clock_nets.png
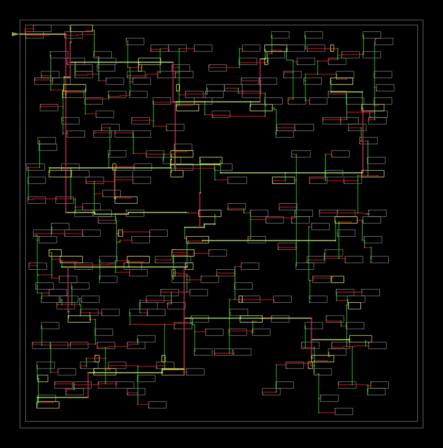
ff_map.png
Scale: 3 px per um. Other sequential cells in the stronger grey, the rest of the logic in the fainter grey.
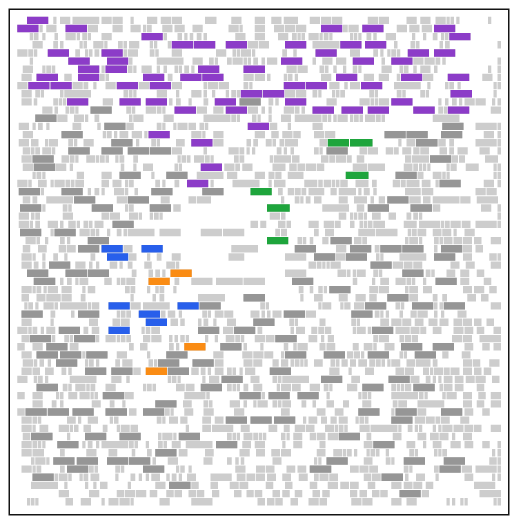
==> src/rtl/axi_bridge_pkg.sv <==
// Shared types and helpers for the multi-port CPU-to-AXI bridge.
//  - port_state_t : per-port request lifecycle
//  - AXI_BURST_INCR / AXI_RESP_OKAY : AXI encodings used by the bridge
//  - make_strobe  : byte-lane strobe for a naturally aligned single beat
package axi_bridge_pkg;

    typedef enum logic [2:0] {
        ST_IDLE,
        ST_HAZARD,
        ST_ISSUE,
        ST_WAIT_RESP,
        ST_RESPOND
    } port_state_t;

    localparam logic [1:0] AXI_BURST_INCR = 2'b01;
    localparam logic [1:0] AXI_RESP_OKAY  = 2'b00;

    // Returns up to 8 lanes; callers narrower than 64 bits cast the result down.
    // A run of (1 << size) ones is built by right-shifting a full byte mask,
    // then moved up to the lane the address points at.
    function automatic logic [7:0] make_strobe(input logic [1:0] size, input logic [2:0] addr_lo);
        logic [3:0] bytes;
        logic [7:0] mask;
        bytes = 4'd1 << size;
        mask  = 8'hFF >> (4'd8 - bytes);
        return mask << addr_lo;
    endfunction

endpackage

==> src/rtl/rr_arbiter.sv <==
// Round-robin arbiter with grant locking.
//  clock, reset : rising-edge clock, synchronous active-high reset
//  req[N]       : requesters
//  lock         : keep the current grant in the next cycle (transfer stalled)
//  advance      : current grant completed; pointer moves one past the grantee
//  grant[N]     : one-hot grant (all zero when nothing requests)
module rr_arbiter #(
    parameter int N = 2
) (
    input  logic         clock,
    input  logic         reset,
    input  logic [N-1:0] req,
    input  logic         lock,
    input  logic         advance,
    output logic [N-1:0] grant
);
    localparam int PW = (N > 1) ? $clog2(N) : 1;

    logic [PW-1:0] ptr_q;
    logic [PW-1:0] adv_ptr;
    logic [N-1:0]  grant_q;
    logic [N-1:0]  pick;
    logic          lock_q;
    logic          found;

    // Search from the pointer upward first, then wrap to the low indices.
    always_comb begin
        pick  = '0;
        found = 1'b0;
        for (int i = 0; i < N; i++) begin
            if (!found && req[i] && (i >= int'(ptr_q))) begin
                pick[i] = 1'b1;
                found   = 1'b1;
            end
        end
        for (int i = 0; i < N; i++) begin
            if (!found && req[i]) begin
                pick[i] = 1'b1;
                found   = 1'b1;
            end
        end
    end

    // A stalled transfer must keep the same grantee so payload and ID stay put.
    assign grant = lock_q ? grant_q : pick;

    always_comb begin
        adv_ptr = ptr_q;
        for (int i = 0; i < N; i++) begin
            if (grant[i]) begin
                adv_ptr = (i == N - 1) ? '0 : PW'(i + 1);
            end
        end
    end

    always_ff @(posedge clock) begin
        if (reset) begin
            ptr_q   <= '0;
            grant_q <= '0;
            lock_q  <= 1'b0;
        end else begin
            grant_q <= grant;
            lock_q  <= lock;
            if (advance) begin
                ptr_q <= adv_ptr;
            end
        end
    end

endmodule

==> src/rtl/cpu_axi_multiport_bridge.sv <==
// Bridges NUM_PORTS SRAM-like CPU request ports onto one single-beat AXI master.
// Port i uses AXI ID i; AR and AW are arbitrated round-robin independently.
// Reads stall while another port has a same-word write in flight.
//  clock, reset           : rising-edge clock, synchronous active-high reset
//  port_request/write/size/address/write_data : per-port request inputs
//  port_address_ready     : port can accept a request (idle)
//  port_data_ready        : one-cycle completion pulse
//  port_read_data/error   : response data and error, held until next completion
//  ar*/r*/aw*/w*/b*       : AXI master interface
module cpu_axi_multiport_bridge
    import axi_bridge_pkg::*;
#(
    parameter int NUM_PORTS  = 2,
    parameter int ADDR_WIDTH = 32,
    parameter int DATA_WIDTH = 32,
    parameter int ID_WIDTH   = 4
) (
    input  logic                                 clock,
    input  logic                                 reset,
    input  logic [NUM_PORTS-1:0]                 port_request,
    input  logic [NUM_PORTS-1:0]                 port_write,
    input  logic [NUM_PORTS-1:0][1:0]            port_size,
    input  logic [NUM_PORTS-1:0][ADDR_WIDTH-1:0] port_address,
    input  logic [NUM_PORTS-1:0][DATA_WIDTH-1:0] port_write_data,
    output logic [NUM_PORTS-1:0]                 port_address_ready,
    output logic [NUM_PORTS-1:0]                 port_data_ready,
    output logic [NUM_PORTS-1:0][DATA_WIDTH-1:0] port_read_data,
    output logic [NUM_PORTS-1:0]                 port_error,
    output logic [ID_WIDTH-1:0]                  arid,
    output logic [ADDR_WIDTH-1:0]                araddr,
    output logic [7:0]                           arlen,
    output logic [2:0]                           arsize,
    output logic [1:0]                           arburst,
    output logic                                 arlock,
    output logic [3:0]                           arcache,
    output logic [2:0]                           arprot,
    output logic                                 arvalid,
    input  logic                                 arready,
    input  logic [ID_WIDTH-1:0]                  rid,
    input  logic [DATA_WIDTH-1:0]                rdata,
    input  logic [1:0]                           rresp,
    input  logic                                 rvalid,
    output logic                                 rready,
    output logic [ID_WIDTH-1:0]                  awid,
    output logic [ADDR_WIDTH-1:0]                awaddr,
    output logic [7:0]                           awlen,
    output logic [2:0]                           awsize,
    output logic [1:0]                           awburst,
    output logic                                 awlock,
    output logic [3:0]                           awcache,
    output logic [2:0]                           awprot,
    output logic                                 awvalid,
    input  logic                                 awready,
    output logic [ID_WIDTH-1:0]                  wid,
    output logic [DATA_WIDTH-1:0]                wdata,
    output logic [DATA_WIDTH/8-1:0]              wstrb,
    output logic                                 wlast,
    output logic                                 wvalid,
    input  logic                                 wready,
    input  logic [ID_WIDTH-1:0]                  bid,
    input  logic [1:0]                           bresp,
    input  logic                                 bvalid,
    output logic                                 bready
);
    localparam int STRB_W = DATA_WIDTH / 8;
    localparam int LSB    = $clog2(STRB_W);

    logic [NUM_PORTS-1:0]  ar_req, aw_req, ar_grant, aw_grant;
    logic [NUM_PORTS-1:0]  busy_write, aw_done, w_done, aw_fin;
    logic [ADDR_WIDTH-1:0] addr_arr  [NUM_PORTS];
    logic [1:0]            size_arr  [NUM_PORTS];
    logic [DATA_WIDTH-1:0] wdata_arr [NUM_PORTS];
    logic [STRB_W-1:0]     strb_arr  [NUM_PORTS];

    rr_arbiter #(.N(NUM_PORTS)) u_ar_arb (
        .clock   (clock),
        .reset   (reset),
        .req     (ar_req),
        .lock    (arvalid && !arready),
        .advance (arvalid && arready),
        .grant   (ar_grant)
    );

    // The AW grantee owns both channels until AW and W have each handshaked.
    rr_arbiter #(.N(NUM_PORTS)) u_aw_arb (
        .clock   (clock),
        .reset   (reset),
        .req     (aw_req),
        .lock    ((|aw_grant) && !(|aw_fin)),
        .advance (|aw_fin),
        .grant   (aw_grant)
    );

    for (genvar g = 0; g < NUM_PORTS; g++) begin : g_port
        port_state_t           state_q, state_d;
        logic [ADDR_WIDTH-1:0] addr_q;
        logic [1:0]            size_q;
        logic                  write_q;
        logic [DATA_WIDTH-1:0] wdata_q, rdata_q;
        logic [STRB_W-1:0]     strb_q;
        logic                  aw_done_q, w_done_q, err_q;
        logic                  hazard_in, hazard_q, resp_hit;

        // Word-granular compare against every other port's in-flight write;
        // hazard_in screens a request being accepted, hazard_q a parked one.
        always_comb begin
            hazard_in = 1'b0;
            hazard_q  = 1'b0;
            for (int j = 0; j < NUM_PORTS; j++) begin
                if (j != g && busy_write[j]) begin
                    if (port_address[g][ADDR_WIDTH-1:LSB] == addr_arr[j][ADDR_WIDTH-1:LSB]) begin
                        hazard_in = 1'b1;
                    end
                    if (addr_q[ADDR_WIDTH-1:LSB] == addr_arr[j][ADDR_WIDTH-1:LSB]) begin
                        hazard_q = 1'b1;
                    end
                end
            end
        end

        assign resp_hit = write_q ? (bvalid && bid == ID_WIDTH'(g))
                                  : (rvalid && rid == ID_WIDTH'(g));
        assign aw_fin[g] = aw_grant[g] && (aw_done_q || awready) && (w_done_q || wready);

        always_comb begin
            state_d = state_q;
            case (state_q)
                ST_IDLE:      if (port_request[g]) state_d = (!port_write[g] && hazard_in) ? ST_HAZARD : ST_ISSUE;
                ST_HAZARD:    if (!hazard_q) state_d = ST_ISSUE;
                ST_ISSUE:     if (write_q ? aw_fin[g] : (ar_grant[g] && arready)) state_d = ST_WAIT_RESP;
                ST_WAIT_RESP: if (resp_hit) state_d = ST_RESPOND;
                ST_RESPOND:   state_d = ST_IDLE;
                default:      state_d = ST_IDLE;
            endcase
        end

        // Response data and error are captured on the response handshake so
        // they become visible together with the completion pulse.
        always_ff @(posedge clock) begin
            if (reset) begin
                state_q   <= ST_IDLE;
                addr_q    <= '0;
                size_q    <= '0;
                write_q   <= 1'b0;
                wdata_q   <= '0;
                strb_q    <= '0;
                aw_done_q <= 1'b0;
                w_done_q  <= 1'b0;
                rdata_q   <= '0;
                err_q     <= 1'b0;
            end else begin
                state_q <= state_d;
                if (state_q == ST_IDLE && port_request[g]) begin
                    addr_q  <= port_address[g];
                    size_q  <= port_size[g];
                    write_q <= port_write[g];
                    wdata_q <= port_write_data[g];
                    strb_q  <= STRB_W'(make_strobe(port_size[g], 3'(port_address[g][LSB-1:0])));
                end
                if (state_q == ST_ISSUE && write_q) begin
                    if (aw_fin[g]) begin
                        aw_done_q <= 1'b0;
                        w_done_q  <= 1'b0;
                    end else begin
                        if (aw_grant[g] && awready) aw_done_q <= 1'b1;
                        if (aw_grant[g] && wready)  w_done_q  <= 1'b1;
                    end
                end
                if (state_q == ST_WAIT_RESP && resp_hit) begin
                    if (!write_q) rdata_q <= rdata;
                    err_q <= write_q ? (bresp != AXI_RESP_OKAY) : (rresp != AXI_RESP_OKAY);
                end
            end
        end

        assign ar_req[g]     = (state_q == ST_ISSUE) && !write_q;
        assign aw_req[g]     = (state_q == ST_ISSUE) && write_q;
        assign busy_write[g] = write_q && (state_q == ST_ISSUE || state_q == ST_WAIT_RESP);
        assign aw_done[g]    = aw_done_q;
        assign w_done[g]     = w_done_q;
        assign addr_arr[g]   = addr_q;
        assign size_arr[g]   = size_q;
        assign wdata_arr[g]  = wdata_q;
        assign strb_arr[g]   = strb_q;

        assign port_address_ready[g] = (state_q == ST_IDLE);
        assign port_data_ready[g]    = (state_q == ST_RESPOND);
        assign port_read_data[g]     = rdata_q;
        assign port_error[g]         = err_q;
    end

    // Channel payload follows the one-hot grants.
    always_comb begin
        arid   = '0;
        araddr = '0;
        arsize = '0;
        awid   = '0;
        awaddr = '0;
        awsize = '0;
        wdata  = '0;
        wstrb  = '0;
        for (int i = 0; i < NUM_PORTS; i++) begin
            if (ar_grant[i]) begin
                arid   = ID_WIDTH'(i);
                araddr = addr_arr[i];
                arsize = {1'b0, size_arr[i]};
            end
            if (aw_grant[i]) begin
                awid   = ID_WIDTH'(i);
                awaddr = addr_arr[i];
                awsize = {1'b0, size_arr[i]};
                wdata  = wdata_arr[i];
                wstrb  = strb_arr[i];
            end
        end
    end

    assign arvalid = |ar_grant;
    assign awvalid = |(aw_grant & ~aw_done);
    assign wvalid  = |(aw_grant & ~w_done);
    assign wid     = awid;

    assign arlen   = 8'd0;
    assign arburst = AXI_BURST_INCR;
    assign arlock  = 1'b0;
    assign arcache = 4'd0;
    assign arprot  = 3'd0;
    assign awlen   = 8'd0;
    assign awburst = AXI_BURST_INCR;
    assign awlock  = 1'b0;
    assign awcache = 4'd0;
    assign awprot  = 3'd0;
    assign wlast   = 1'b1;
    assign rready  = 1'b1;
    assign bready  = 1'b1;

endmodule

==> config.mk <==
export PLATFORM = sky130hd
export DESIGN_NAME = cpu_axi_multiport_bridge
export DESIGN_NICKNAME = d
export VERILOG_FILES = /design/src/rtl/axi_bridge_pkg.sv /design/src/rtl/rr_arbiter.sv /design/src/rtl/cpu_axi_multiport_bridge.sv
export SDC_FILE = /design/constraint.sdc
export NUM_CORES = 1
export LEC_CHECK = 0
export CORE_AREA = 2 2 164 166
export DETAILED_ROUTE_END_ITERATION = 8
export DIE_AREA = 0 0 166 168
export PLACE_DENSITY_LB_ADDON = 0.05
export SKIP_CTS_REPAIR_TIMING = 1
export SKIP_LAST_GASP = 1
export SLEW_MARGIN = 20
export SYNTH_ARGS = -nofsm -noshare
export SYNTH_HDL_FRONTEND = slang
export SYNTH_SLANG_ARGS = --single-unit
export TNS_END_PERCENT = 50
==> constraint.sdc <==
create_clock -name clock -period 3 [get_ports clock]
set_input_delay 0.3 -clock clock [delete_from_list [all_inputs] [get_ports clock]]
set_output_delay 0.3 -clock clock [all_outputs]
set_load 0.03 [all_outputs]
==> run_results.csv <==
group,metric,value,unit
finish,diodes,2,
power,ir_drop,0.570,mV
finish,drive_gt1_share,11.8,%
worst_hold_path,hold_end,"g_port[1].rdata_q[15]",
worst_hold_path,worstHoldPathType,"input port to flip-flop",
floorplan,die_w,166,um
global_route,top_usage_layer,"met2",
setup_path,worst_setup_path_start_kind,"flip-flop",
final_timing,setup_viol,2,
finish,nFillCells,2472,
setup_path,crit_end,"arvalid",
finish,largest_class,"logic gates",
yosys,yosys_cells,1359,
drt,routed_wirelength,37.0,mm
drt,wl_per_cell,18.2,um
yosys,ys.flop_type,"dfxtp_1",
clock_network,clock_sinks,226,
power,p_switching,3730,uW
clock_network,clockBufferDepth,3,
power,power_leader,"sequential cells",
flow_run,maxCapViolations,0,
run_status,outcome,"finished, violations left",
final_timing,slew_violations,0,
floorplan,chip_area,27900,um2
finish,mostFrequentLayoutCells,"nand2_1, clkdlybuf4s50_1, dfxtp_1, a21oi_1, buf_4",
flow_run,warnings,27,
global_route,track_usage,24.8,%
yosys,ys_top_logic_family,"AND-OR/OR-AND gates",
setup_path,crit_type,"flip-flop to output pin",
global_route,grtUsageMet2,40.9,%
yosys,syn_inst,1359,
worst_hold_path,hp-start,"reset",
setup_path,cp_top_family,"simple AND/OR/NAND/NOR gates",
clock_network,clkLatencyLatePin,530,ps
clock_network,cts_tree,"yes",
finish,mi_logic_area,5560,um2
finish,lay_top_count,"nand2_1",
power,p_total,10200,uW
yosys,mux_share,0.188,%
floorplan,fp.dieH,168,um
finish,inverters,10,
power,intPower,6500,uW
power,sw_frac_of_total,36.5,%
yosys,yosys.cell_types.count,53,
global_route,grt_start_max_net_pins,83,
yosys,yosys_warnings,0,
yosys,yosys-stat-area,10700,um2
finish,reg_top3,"g_port.addr_q: 64 flops, g_port.rdata_q: 64 flops, g_port.wdata_q: 64 flops",
final_timing,hold_ws,257,ps
finish,stdcell_count,2035,
power,cellPowerDensity,670,nW/um2
worst_hold_path,hold_path_depth,2,
final_timing,tns,-33.3,ps
yosys,ys_sh_adder,0,%
yosys,simple_gate_area_share,20.4,%
setup_path,critPathCaptureType,"output pin",
setup_path,startpoint,"g_port[0].state_q[2]",
drt,viasPerCell,5.16,
yosys,synth.avg_cell_area,7.85,um2
drt,vias,10500,
finish,design_area,15300,um2
finish,regArea,4530,um2
placement,gp_congestion,0.873,
global_route,grt_pass1_vias,9802,
setup_path,r2r_start,"g_port[0].state_q[2]",
placement,numPortBuffers,366,
run_status,failed_checks,"negative setup slack",
yosys,edf_count,0,
drt,top_layer,"met4",
floorplan,taps,341,
finish,seq_share,29.6,%
drt,first_iter_violations,741,
clock_network,clock-root-buffer,"clkbuf_16",
yosys,synth_seq_share,42.4,%
finish,comb_share,36.4,%
setup_path,critPathRequiredTime,2700,ps
placement,dpl_cell_area,14400,um2
global_route,use_met3,6.79,%
yosys,synthArstFlopShare,0,%
drt,drc,0,
final_timing,worstMarginPinSlew,698,ps
final_timing,period_needed,3030,ps
placement,place_hpwl,26.0,mm
drt,first_pass_iters,5,
finish,area_growth,43.3,%
finish,buffers,394,
global_route,grt_antenna_before_repair,2,
global_route,grt_first_pass_wirelength,55.8,mm
yosys,common_cells,"nand2_1, dfxtp_1, a21oi_1",
setup_path,slowest_delay,700,ps
floorplan,fp_util,40.5,%
power,seq_power_share,36.9,%
final_timing,slew_headroom,53.5,%
final_timing,max_freq,0.330,GHz
setup_path,reg2regPathDepth,6,
floorplan,fp-row-count,60,
finish,fin_nets,1863,
drt,dr_wl_met3,3.40,mm
yosys,largest_area_cell,"dfxtp_1",
finish,clk_share,5.23,%
yosys,synth_top_cell_by_count,"nand2_1",
setup_path,cp.depth,5,
power,clkPwrFrac,29.5,%
power,p_seq,3770,uW
final_timing,rsz0062_at_grt,"yes",
finish,comb_cells,1017,
global_route,overflow,0,
setup_path,critPathArrivalTime,2730,ps
final_timing,timing_hold_violations_final,0,
clock_network,cts_buffers,27,
drt,wl_met1,15.5,mm
finish,fin_util,58.0,%
setup_path,crit_slowest_cell,"clkdlybuf4s50_1",
placement,pre_cts_slack,318,ps
final_timing,finalCritPeriodShare,101,%
power,p_comb_share,33.7,%
power,p_leak,0.00566,uW
setup_path,worst-path-buf-inv,1,
yosys,xor_area_share,7.39,%
power,pg_comb,3450,uW
clock_network,h-tree-depth,1,
setup_path,critPathMaxFanout,10,
setup_path,rr_endpoint,"g_port[0].state_q[0]",
setup_path,cp_cell_sequence,"or4b_4, a211oi_1, a21oi_2, nand3_1, clkdlybuf4s50_1",
finish,nonClkBufAreaFrac,25.7,%
placement,place_inst,1987,
global_route,grt_util_met1,32.3,%
yosys,ys_sh_aoi,21.7,%
yosys,yosysTopAreaCellShare,42.4,%
setup_path,r2r_slack,810,ps
floorplan,core,26400,um2
yosys,topCellsByArea,"dfxtp_1, nand2_1, a21oi_1",
clock_network,clk_pin_slew_worst_paths,60,ps
yosys,netlist_area,10700,um2
drt,ant_nets,0,
yosys,ys.flops,226,
drt,met2WireLength,17.3,mm
final_timing,setup_ws,-29.3,ps
Back to the opening pictures, clock_nets.png:
flop count: 226
clock buffers: 40
final worst clock skew: 12.4 ps
Clk power: 3010 uW

Back to the opening pictures, ff_map.png:
name in the netlist	colour	flops
`g_port.size_q`	orange	4
`g_port.rdata_q`	purple	64
`g_port.state_q`	green	6
`g_port.strb_q`	blue	8
not coloured	144

No activity file was given, so power comes from the tool's default toggle rates.
